### Power grid

Scale: 3 px per µm. Pins as bars on the die edge. Tap cells in gray.
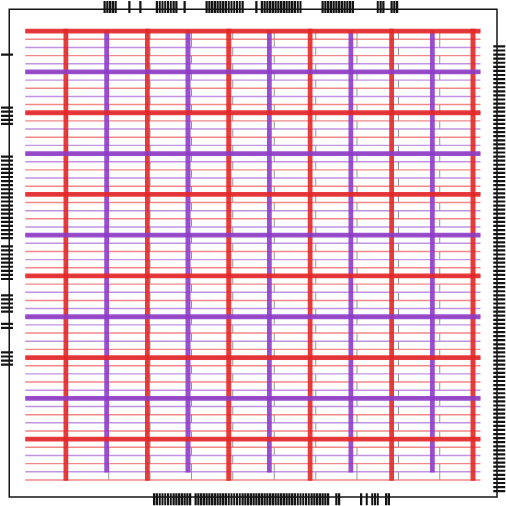
### Cells colored by class

Scale: 3 px per µm. Fill, decap, tap and diode cells in gray.
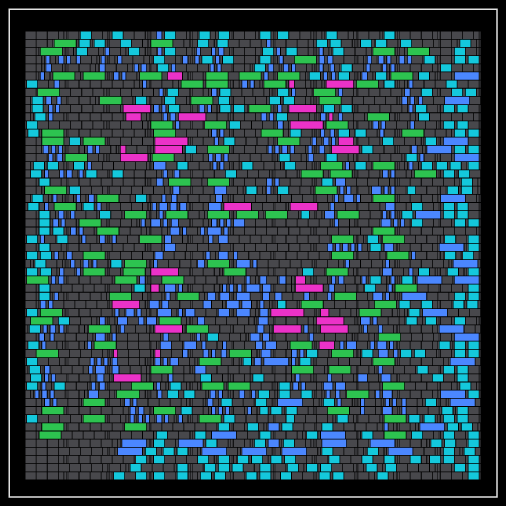
--- config.mk ---
export PLATFORM = sky130hd
export DESIGN_NAME = boardman_bus_splitter
export DESIGN_NICKNAME = d
export VERILOG_FILES = /design/src/rtl/boardman_bus_splitter_pkg.sv /design/src/rtl/boardman_bus_timer.sv /design/src/rtl/boardman_bus_splitter.sv
export SDC_FILE = /design/constraint.sdc
export NUM_CORES = 1
export LEC_CHECK = 0
export CELL_PAD_IN_SITES_DETAIL_PLACEMENT = 1
export CELL_PAD_IN_SITES_GLOBAL_PLACEMENT = 2
export CORE_MARGIN = 5
export CORE_UTILIZATION = 22
export CTS_BUF_LIST = sky130_fd_sc_hd__clkbuf_8 sky130_fd_sc_hd__clkbuf_16
export DETAILED_ROUTE_END_ITERATION = 10
export HOLD_SLACK_MARGIN = 0.06
export PLACE_DENSITY_LB_ADDON = 0.1
export RECOVER_POWER = 50
export SETUP_SLACK_MARGIN = 0.5
export SKIP_CTS_REPAIR_TIMING = 1
export SYNTH_ARGS = -nofsm -noshare
export SYNTH_HDL_FRONTEND = slang
export SYNTH_SLANG_ARGS = --single-unit
--- constraint.sdc ---
create_clock -name clk -period 4 [get_ports clk]
set_input_delay 0.4 -clock clk [delete_from_list [all_inputs] [get_ports clk]]
set_output_delay 0.4 -clock clk [all_outputs]
set_load 0.05 [all_outputs]
--- src/rtl/boardman_bus_splitter_pkg.sv ---
// Shared widths, default error word and FSM encodings for the board-manager
// register-bus splitter.
package boardman_bus_splitter_pkg;

  localparam int DATA_W = 32;
  localparam int ADR_W  = 20;

  localparam logic [DATA_W-1:0] ERR_DATA_DEFAULT = 32'hBADACCE5;

  localparam logic [1:0] ST_IDLE = 2'd0;
  localparam logic [1:0] ST_WAIT = 2'd1;
  localparam logic [1:0] ST_ERR  = 2'd2;
  localparam logic [1:0] ST_GAP  = 2'd3;

  // Counter width able to hold 0..cycles-1, never narrower than one bit.
  function automatic int timer_width(input int cycles);
    return (cycles > 1) ? $clog2(cycles) : 1;
  endfunction

endpackage

--- src/rtl/boardman_bus_timer.sv ---
// Clearable up-counter that stops at TIMEOUT_CYCLES-1 and flags terminal count.
module boardman_bus_timer
  import boardman_bus_splitter_pkg::*;
#(
  parameter int TIMEOUT_CYCLES = 256
) (
  input  logic clk,
  input  logic rst,
  input  logic clear,
  input  logic enable,
  output logic done
);

  localparam int              CW   = timer_width(TIMEOUT_CYCLES);
  localparam logic [CW-1:0]   LAST = CW'(TIMEOUT_CYCLES - 1);

  logic [CW-1:0] count;

  always_ff @(posedge clk) begin
    if (rst || clear) begin
      count <= '0;
    end else if (enable && !done) begin
      count <= count + CW'(1);
    end
  end

  assign done = (count == LAST);

endmodule

--- src/rtl/boardman_bus_splitter.sv ---
// Routes register-bus accesses to one of 2^SEL_BITS slaves by top address bits
// and guarantees completion with an error word on timeout or absent slave.
module boardman_bus_splitter
  import boardman_bus_splitter_pkg::*;
#(
  parameter int                       SEL_BITS       = 2,
  parameter logic [(2**SEL_BITS)-1:0] SLAVE_PRESENT  = '1,
  parameter int                       TIMEOUT_CYCLES = 256,
  parameter logic [DATA_W-1:0]        ERR_DATA       = ERR_DATA_DEFAULT
) (
  input  logic                             clk,
  input  logic                             rst,
  input  logic [ADR_W-1:0]                 s_adr_i,
  input  logic [DATA_W-1:0]                s_dat_i,
  output logic [DATA_W-1:0]                s_dat_o,
  input  logic                             s_en_i,
  input  logic                             s_wr_i,
  input  logic [3:0]                       s_wstrb_i,
  output logic                             s_ack_o,
  output logic [ADR_W-SEL_BITS-1:0]        m_adr_o,
  output logic [DATA_W-1:0]                m_dat_o,
  output logic                             m_wr_o,
  output logic [3:0]                       m_wstrb_o,
  output logic [(2**SEL_BITS)-1:0]         m_en_o,
  input  logic [DATA_W*(2**SEL_BITS)-1:0]  m_dat_i,
  input  logic [(2**SEL_BITS)-1:0]         m_ack_i,
  output logic                             timeout_o,
  output logic [7:0]                       err_count_o
);

  localparam int NSLV   = 2**SEL_BITS;
  localparam int LADR_W = ADR_W - SEL_BITS;

  logic [1:0]          state;
  logic [SEL_BITS-1:0] sel;
  logic [SEL_BITS-1:0] req_sel;
  logic                sel_ack;
  logic [DATA_W-1:0]   sel_dat;
  logic                tmr_done;
  logic                err_take;

  assign req_sel = s_adr_i[ADR_W-1 -: SEL_BITS];
  assign sel_ack = m_ack_i[sel];
  assign sel_dat = m_dat_i[sel*DATA_W +: DATA_W];

  // An ack on the limit cycle takes priority over the timeout.
  assign err_take = (state == ST_ERR) ||
                    ((state == ST_WAIT) && !sel_ack && tmr_done);

  boardman_bus_timer #(
    .TIMEOUT_CYCLES (TIMEOUT_CYCLES)
  ) u_timer (
    .clk    (clk),
    .rst    (rst),
    .clear  (state != ST_WAIT),
    .enable (state == ST_WAIT),
    .done   (tmr_done)
  );

  // NOTE: all state below uses non-blocking assignments so every register
  // samples the pre-edge values regardless of statement order.
  always_ff @(posedge clk) begin
    if (rst) begin
      state       <= ST_IDLE;
      sel         <= '0;
      s_dat_o     <= '0;
      s_ack_o     <= 1'b0;
      m_adr_o     <= '0;
      m_dat_o     <= '0;
      m_wr_o      <= 1'b0;
      m_wstrb_o   <= '0;
      m_en_o      <= '0;
      timeout_o   <= 1'b0;
      err_count_o <= '0;
    end else begin
      s_ack_o   <= 1'b0;
      timeout_o <= 1'b0;

      case (state)
        ST_IDLE: begin
          if (s_en_i) begin
            m_adr_o   <= s_adr_i[LADR_W-1:0];
            m_dat_o   <= s_dat_i;
            m_wr_o    <= s_wr_i;
            m_wstrb_o <= s_wstrb_i;
            sel       <= req_sel;
            if (SLAVE_PRESENT[req_sel]) begin
              m_en_o <= NSLV'(1) << req_sel;
              state  <= ST_WAIT;
            end else begin
              state  <= ST_ERR;
            end
          end
        end
        ST_WAIT: begin
          if (sel_ack) begin
            s_dat_o <= sel_dat;
            s_ack_o <= 1'b1;
            m_en_o  <= '0;
            state   <= ST_GAP;
          end
        end
        ST_ERR: ;
        default: begin
          // Wait for the master to release s_en_i before accepting anew.
          if (!s_en_i) begin
            state <= ST_IDLE;
          end
        end
      endcase

      if (err_take) begin
        s_dat_o   <= ERR_DATA;
        s_ack_o   <= 1'b1;
        timeout_o <= 1'b1;
        m_en_o    <= '0;
        state     <= ST_GAP;
        if (err_count_o != 8'hFF) begin
          err_count_o <= err_count_o + 8'd1;
        end
      end
    end
  end

endmodule

==> impl_metrics.tcl <==
# place-and-route summary
set metrics [dict create \
    outcome "finished with violations" \
    violations "capacitance limit, slew limit" \
    skew_ns 0.00789 \
    dpl_worst_slack_ns 1.28 \
    async_flop_share_pct 0 \
    edf_count 0 \
    io_buffers 292 \
    maxCapViolCount 1 \
    numSequentialCells 113 \
    cp_max_fo 57 \
    inverters_excl_clock 26 \
    powerDensity_mw_per_mm2 617 \
    switching_power_mw 2.23 \
    nNetsFinal 1041 \
    slew_violations 58 \
    top_cells_by_area "dfxtp_1 (44%), mux4_2 (14%), nand2_1 (13%)" \
    report.final.setup_viol 0 \
    num_antenna_cells 1 \
    min_path_cells 2 \
    initCoreUtil_pct 22.4 \
    rrSetupSlack_ns 1.17 \
    clockPowerShare_pct 28.8 \
    num-multi-input-gates 388 \
    fin_ws_ns 1.17 \
]
Back to the opening pictures, 'Power grid':
Key: red = VSS; purple = VDD
11 straps on met4. 293 signal pins sit on the boundary. The core has 55 rows.
Die W: 162 µm
Core Area: 0.0227 mm²
Worst VDD drop: 0.340 mV

Back to the opening pictures, 'Cells colored by class':
Key: blue = remaining logic cells [cells 414, share of their area 31%]; magenta = clock drivers and dummy loads [cells 32, share of their area 7.3%]; green = registers [cells 113, share of their area 27%]; cyan = remaining buffers and delay cells [cells 297, share of their area 35%]
final core utilization: 39.0%
row count: 55

-- critical path, stage by stage, from the launching register on --
cell and delay, ns:
dfxtp_1 0.33, inv_1 0.10, ha_1 0.23, and2_1 1.62, nand2_1 0.22, a21oi_1 0.23
-- kinds of logic (layout without fill, tap and decap cells) --
family	after synthesis	in the layout	synth area share, %
adders and majority gates	6	6	1.48
DFF	113	113	44.5
and+or+nand+nor	221	221	18.0
xor gates and xnor gates	6	6	1.03
AOI/OAI and AO/OA	114	114	13.7
buffers and inverters	66	355	5.26
muxes	41	41	16.0
other	0	1	0
-- metal layers --
layer,GRT usage (%),part of all wire [%],vias up
met3,4.87,6.9,22
met2,28.5,51,191
met5,0,0,-
met1,17.7,40,2498
li1,-,-,2521
met4,4.42,1.7,0
